Figure 1. Pin map (run 1).
(4 px per micron) Pins as bars across the die edge, other pins in grey.
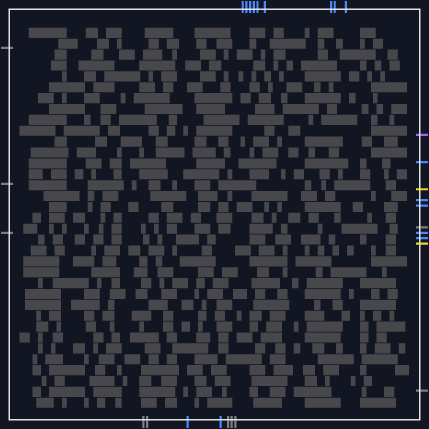
Figure 2. Metal layers overlaid (run 1).
(3 px per micron) Only two layers are drawn.
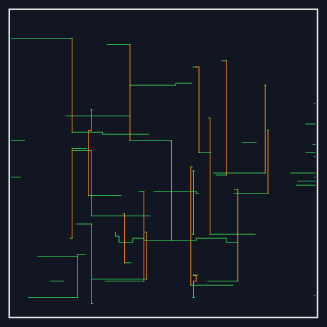
Figure 3. I/O nets highlighted (run 1).
(3 px per micron)
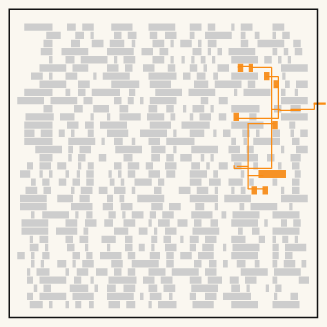
[config.mk]
export PLATFORM = sky130hd
export DESIGN_NAME = joy_scanner_flat
export DESIGN_NICKNAME = d
export VERILOG_FILES = /design/src/rtl/joy_scanner_if.sv /design/src/rtl/joy_scanner.sv /design/src/flat_wrapper.sv
export SDC_FILE = /design/constraint.sdc
export NUM_CORES = 1
export LEC_CHECK = 0
export ABC_AREA = 1
export CELL_PAD_IN_SITES_DETAIL_PLACEMENT = 2
export CELL_PAD_IN_SITES_GLOBAL_PLACEMENT = 2
export CORE_MARGIN = 2
export CORE_UTILIZATION = 31
export CTS_CLUSTER_DIAMETER = 100
export CTS_CLUSTER_SIZE = 14
export DETAILED_ROUTE_END_ITERATION = 8
export PLACE_DENSITY_LB_ADDON = 0.1
export SLEW_MARGIN = 20
export SYNTH_ARGS = -nofsm -noshare
export SYNTH_HDL_FRONTEND = slang
export SYNTH_SLANG_ARGS = --single-unit
[constraint.sdc]
create_clock -name clock -period 1.43 [get_ports clock]
set_clock_uncertainty 0.2 [all_clocks]
set_input_delay 0.2145 -clock clock [delete_from_list [all_inputs] [get_ports clock]]
set_output_delay 0.2145 -clock clock [all_outputs]
set_load 0.03 [all_outputs]
[src/rtl/joy_scanner_if.sv]
// joy_scanner_if: scan request/snapshot handshake plus the NES-side read bus.
// The master is the NES core / frame logic; the slave is the scanner.
interface joy_scanner_if #(
  parameter int NUM_PADS = 2,
  parameter int PAD_BITS = 8
);
  logic                         scan_start;
  logic                         valid;
  logic                         busy;
  logic [NUM_PADS*PAD_BITS-1:0] buttons;
  logic                         nes_strobe;
  logic                         nes_clock;
  logic [NUM_PADS-1:0]          nes_data;

  modport master (
    output scan_start,
    output nes_strobe,
    output nes_clock,
    input  valid,
    input  busy,
    input  buttons,
    input  nes_data
  );

  modport slave (
    input  scan_start,
    input  nes_strobe,
    input  nes_clock,
    output valid,
    output busy,
    output buttons,
    output nes_data
  );
endinterface

[src/rtl/joy_scanner.sv]
// joy_scanner: autonomous NES/SNES pad poller; completed scans are served to
// the NES core through per-pad shadow shift registers.
module joy_scanner #(
  parameter int NUM_PADS = 2,
  parameter int PAD_BITS = 8,
  parameter int CLK_DIV  = 64
) (
  input  logic                clock,
  input  logic                reset_n,
  output logic                pad_strobe,
  output logic                pad_clock,
  input  logic [NUM_PADS-1:0] pad_data,
  joy_scanner_if.slave        bus
);
  // state     | meaning
  // S_IDLE    | waiting for scan_start
  // S_STROBE  | pad_strobe high for 2*CLK_DIV cycles
  // S_SETTLE  | strobe low for CLK_DIV cycles, bit 0 sampled on last cycle
  // S_CLK_HI  | pad_clock high for CLK_DIV cycles
  // S_CLK_LO  | pad_clock low for CLK_DIV cycles, next bit sampled on last cycle
  // S_DONE    | capture copied to buttons, valid pulses next cycle
  typedef enum logic [2:0] {
    S_IDLE,
    S_STROBE,
    S_SETTLE,
    S_CLK_HI,
    S_CLK_LO,
    S_DONE
  } state_t;

  localparam int PH_W  = $clog2(2*CLK_DIV);
  localparam int BIT_W = $clog2(PAD_BITS);

  localparam logic [PH_W-1:0]  PH_LONG  = PH_W'(2*CLK_DIV - 1);
  localparam logic [PH_W-1:0]  PH_SHORT = PH_W'(CLK_DIV - 1);
  localparam logic [PH_W-1:0]  PH_ONE   = PH_W'(1);
  localparam logic [BIT_W-1:0] BIT_LOAD = BIT_W'(PAD_BITS - 2);
  localparam logic [BIT_W-1:0] BIT_ONE  = BIT_W'(1);

  state_t            state_q, state_d;
  logic [PH_W-1:0]   phase_q, phase_d;
  logic [BIT_W-1:0]  bit_q, bit_d;
  logic              sample;
  logic              done;
  logic              pad_strobe_c;
  logic              pad_clock_c;

  logic [NUM_PADS-1:0]               sync_q1, sync_q2;
  logic [NUM_PADS-1:0][PAD_BITS-1:0] cap_q;
  logic [NUM_PADS-1:0][PAD_BITS-1:0] buttons_q;
  logic [NUM_PADS-1:0][PAD_BITS-1:0] shadow_q;
  logic                              valid_q;
  logic                              nes_clk_prev_q;
  logic                              nes_fall;
  logic [NUM_PADS-1:0]               nes_data_c;

  always_ff @(posedge clock or negedge reset_n) begin
    if (!reset_n) begin
      state_q <= S_IDLE;
      phase_q <= '0;
      bit_q   <= '0;
    end else begin
      state_q <= state_d;
      phase_q <= phase_d;
      bit_q   <= bit_d;
    end
  end

  // Phase counter is reloaded on every state change and counts down to zero.
  always_comb begin
    state_d      = state_q;
    phase_d      = phase_q;
    bit_d        = bit_q;
    sample       = 1'b0;
    done         = 1'b0;
    pad_strobe_c = 1'b0;
    pad_clock_c  = 1'b0;
    unique case (state_q)
      S_IDLE: begin
        if (bus.scan_start) begin
          state_d = S_STROBE;
          phase_d = PH_LONG;
        end
      end
      S_STROBE: begin
        pad_strobe_c = 1'b1;
        if (phase_q == '0) begin
          state_d = S_SETTLE;
          phase_d = PH_SHORT;
        end else begin
          phase_d = phase_q - PH_ONE;
        end
      end
      S_SETTLE: begin
        if (phase_q == '0) begin
          sample  = 1'b1;
          bit_d   = BIT_LOAD;
          phase_d = PH_SHORT;
          state_d = S_CLK_HI;
        end else begin
          phase_d = phase_q - PH_ONE;
        end
      end
      S_CLK_HI: begin
        pad_clock_c = 1'b1;
        if (phase_q == '0) begin
          state_d = S_CLK_LO;
          phase_d = PH_SHORT;
        end else begin
          phase_d = phase_q - PH_ONE;
        end
      end
      S_CLK_LO: begin
        if (phase_q == '0) begin
          sample  = 1'b1;
          phase_d = PH_SHORT;
          if (bit_q == '0) begin
            state_d = S_DONE;
          end else begin
            bit_d   = bit_q - BIT_ONE;
            state_d = S_CLK_HI;
          end
        end else begin
          phase_d = phase_q - PH_ONE;
        end
      end
      S_DONE: begin
        done    = 1'b1;
        state_d = S_IDLE;
      end
      default: begin
        state_d = S_IDLE;
      end
    endcase
  end

  // Synchronisers idle at 1 so a disconnected pad reads as released.
  always_ff @(posedge clock or negedge reset_n) begin
    if (!reset_n) begin
      sync_q1 <= '1;
      sync_q2 <= '1;
    end else begin
      sync_q1 <= pad_data;
      sync_q2 <= sync_q1;
    end
  end

  always_ff @(posedge clock or negedge reset_n) begin
    if (!reset_n) begin
      cap_q     <= '0;
      buttons_q <= '0;
      valid_q   <= 1'b0;
    end else begin
      valid_q <= done;
      if (sample) begin
        for (int p = 0; p < NUM_PADS; p++) begin
          cap_q[p] <= {~sync_q2[p], cap_q[p][PAD_BITS-1:1]};
        end
      end
      if (done) begin
        buttons_q <= cap_q;
      end
    end
  end

  assign nes_fall = nes_clk_prev_q & ~bus.nes_clock;

  // Strobe load takes priority over a coincident read-clock fall.
  always_ff @(posedge clock or negedge reset_n) begin
    if (!reset_n) begin
      nes_clk_prev_q <= 1'b0;
      shadow_q       <= '0;
    end else begin
      nes_clk_prev_q <= bus.nes_clock;
      for (int p = 0; p < NUM_PADS; p++) begin
        if (bus.nes_strobe) begin
          shadow_q[p] <= buttons_q[p];
        end else if (nes_fall) begin
          shadow_q[p] <= {1'b1, shadow_q[p][PAD_BITS-1:1]};
        end
      end
    end
  end

  always_comb begin
    nes_data_c = '0;
    for (int p = 0; p < NUM_PADS; p++) begin
      nes_data_c[p] = shadow_q[p][0];
    end
  end

  assign pad_strobe   = pad_strobe_c;
  assign pad_clock    = pad_clock_c;
  assign bus.valid    = valid_q;
  assign bus.busy     = (state_q != S_IDLE) || valid_q;
  assign bus.buttons  = buttons_q;
  assign bus.nes_data = nes_data_c;
endmodule

[src/flat_wrapper.sv]
// flat-port wrapper written by rule: the top's interface ports become plain ports
module joy_scanner_flat 
#(
  parameter int NUM_PADS = 2,
  parameter int PAD_BITS = 8,
  parameter int CLK_DIV  = 64
)
  (clock, reset_n, pad_strobe, pad_clock, pad_data, bus_scan_start, bus_nes_strobe, bus_nes_clock, bus_valid, bus_busy, bus_buttons, bus_nes_data);
  joy_scanner_if #(.NUM_PADS(NUM_PADS), .PAD_BITS(PAD_BITS)) bus_i ();
  input  logic clock;
  input  logic reset_n;
  output logic pad_strobe;
  output logic pad_clock;
  input  logic [NUM_PADS-1:0] pad_data;
  input wire logic [$bits(bus_i.scan_start)-1:0] bus_scan_start;
  input wire logic [$bits(bus_i.nes_strobe)-1:0] bus_nes_strobe;
  input wire logic [$bits(bus_i.nes_clock)-1:0] bus_nes_clock;
  output wire logic [$bits(bus_i.valid)-1:0] bus_valid;
  output wire logic [$bits(bus_i.busy)-1:0] bus_busy;
  output wire logic [$bits(bus_i.buttons)-1:0] bus_buttons;
  output wire logic [$bits(bus_i.nes_data)-1:0] bus_nes_data;
  assign bus_i.scan_start = bus_scan_start;
  assign bus_i.nes_strobe = bus_nes_strobe;
  assign bus_i.nes_clock = bus_nes_clock;
  assign bus_valid = bus_i.valid;
  assign bus_busy = bus_i.busy;
  assign bus_buttons = bus_i.buttons;
  assign bus_nes_data = bus_i.nes_data;
  joy_scanner #(.NUM_PADS(NUM_PADS), .PAD_BITS(PAD_BITS), .CLK_DIV(CLK_DIV)) u_core (.clock(clock), .reset_n(reset_n), .pad_strobe(pad_strobe), .pad_clock(pad_clock), .pad_data(pad_data), .bus(bus_i));
endmodule
==> summary.txt, run 1 <==
run metrics: status complete, but fails checks, R2R Path End u_core.bus.buttons[15], Rel. slew slack 0.731, cell with the most instances after synthesis nand2_1, Finish-stage setup viols 53, yosys stat area 2990 sq um, Synth area leader dfrtp_1, Worst R2R Setup Slack -0.44 ns, Final WS setup -0.435 ns, Setup CP Type register to register, Buf+Inv Stages, Crit Path 7, Avg Cell Area, Syn 8.94 sq um, Design Area, Final 4980 sq um, CTS-repair resized insts 116, crit-path cells buf_6 -> inv_4 -> buf_6 -> buf_6 -> buf_6 -> nor3_4 -> inv_4 -> clkbuf_16 -> nand2_2 -> o21ai_1, cell count after synthesis 335, # Taps 129, CTS root buffer clkbuf_8, Latency at later pin 0.38 ns, violated checks setup timing, Adders+Majority by Area 0.0167, Post-route DRC 0
-- Figure 1 (at the start) --
yellow -> bus_nes_data  # pins 2, direction output, edge right
purple -> bus_nes_clock  # pins 1, direction input, edge right
blue -> bus_buttons  # pins 16, direction output, edge 9 top, 5 right, 2 bottom
all pins by edge = 10 right, 9 top, 7 bottom, 3 left
die span in x: 102 microns
port bufs: 28

-- Figure 2 (at the start) --
orange -> met4  # wire length 538 microns
green -> met3  # wire length 415 microns
Total GRT Usage: 0.236
via count: 2963
DRT Wirelength: 14500 microns
wire per inst: 25.2 microns

-- Figure 3 (at the start) --
orange -> bus_nes_clock  # bits 1, direction input, edge right, end cells 9, wire 157 microns
IO Pins: 29

==> run 1: routing by layer <==
| layer | share of wire | up-vias | track usage |
|---|---|---|---|
| met2 | 0.54 | 61 | 0.430 |
| li1 | - | 1292 | - |
| met5 | 0.00090 | - | 0 |
| met3 | 0.029 | 45 | 0.0397 |
| met4 | 0.037 | 2 | 0.0892 |
| met1 | 0.40 | 1563 | 0.278 |
==> run 1: report_power, final <==
part           total (W)  internal [W]  switching (W)
Sequential       0.00194       0.00192      0.0000127
Clock            0.00178      0.000907       0.000877
Combinational   0.000188     0.0000665       0.000122
Total            0.00391       0.00290        0.00101
Figure 4. Signal wires on met2 (run 1).
(4 px per micron)
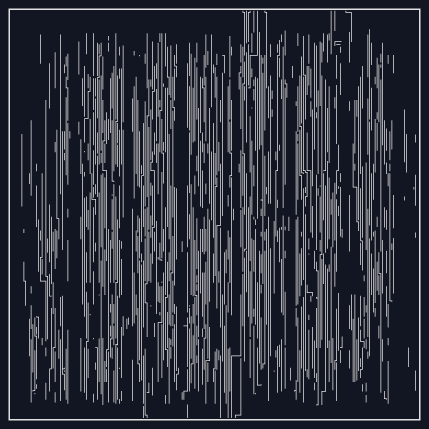

==> inputs of run 2 (changes only) <==
--- a/config.mk
+++ b/config.mk
@@ -14,4 +14,6 @@
 export CTS_CLUSTER_SIZE = 14
 export DETAILED_ROUTE_END_ITERATION = 8
+export GPL_TIMING_DRIVEN = 0
+export HOLD_SLACK_MARGIN = 0.12
 export PLACE_DENSITY_LB_ADDON = 0.1
 export SLEW_MARGIN = 20
==> constraint.sdc (replaced) <==
create_clock -name clock -period 1.43 [get_ports clock]
set_clock_uncertainty 0.2 [all_clocks]
set_input_delay 0.429 -clock clock [delete_from_list [all_inputs] [get_ports clock]]
set_output_delay 0.429 -clock clock [all_outputs]
set_load 0.03 [all_outputs]
Figure 5. Signal wires on met2 (run 2).
(4 px per micron)
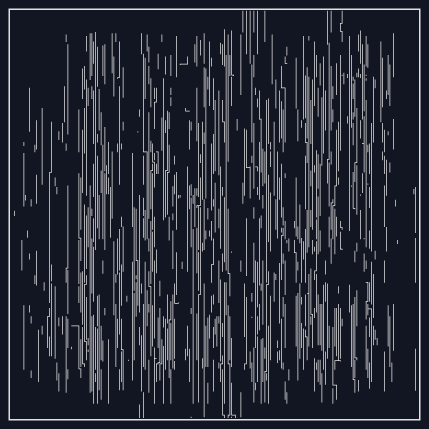
nets with wire on the layer = 421
share of all routed wire = 52%
wire length on this layer = 5760 microns
longest straight run = 54.4 microns
main direction = vertical
met2 Resource Use GR: 0.344
via count: 2715
DRT Wirelength: 11000 microns

==> summary.txt, run 2 <==
run metrics: status complete, but fails checks, violated checks setup timing, cell with the most instances after synthesis nand2_1, CTS root buffer clkbuf_8, Rel. slew slack 0.731 (about the same), Post-route DRC 0 (unchanged), Avg Cell Area, Syn 8.94 sq um (unchanged), # Taps 129 (unchanged), crit-path cells nor2_4 -> nand2_2 -> or2_4 -> buf_6, R2R Path End u_core.bit_q[2], Setup CP Type register to output port, Buf+Inv Stages, Crit Path 1 (-6), yosys stat area 2990 sq um (unchanged), Total GRT Usage 0.208 (-0.0287), Adders+Majority by Area 0.0167 (unchanged), cell count after synthesis 335 (unchanged), IO Pins 29 (unchanged), wire per inst 19.6 microns (-22%), Synth area leader dfrtp_1, Finish-stage setup viols 67 (+26%), Final WS setup -0.549 ns (-0.113 ns)
-- run 2: where the power goes --
group	leakage (nW)	total, W	internal [W]	switching [W]
combinational	1.14	0.000220	0.0000827	0.000138
clock	0.106	0.00182	0.000986	0.000833
sequential	0.891	0.00193	0.00192	0.0000115
total	2.14	0.00397	0.00299	0.000982
-- run 2: repair_timing --
item | in CTS | in global routing
setup endpoints to repair | 83 | 82
hold buffers | 1 | 1
resized | 221 | 81
pin swaps | 11 | 15
hold endpoints to repair | 26 | 1
cloned | 3 | 2
setup buffers | 37 | 13
-- run 2: metal layers --
metal	wire, microns	up-vias	track usage
met2	5760	40	0.344
li1	-	1270	-
met4	142	0	0.0523
met5	0	-	0
met3	272	11	0.0397
met1	4860	1394	0.281
Power and IR drop assume default switching activity.
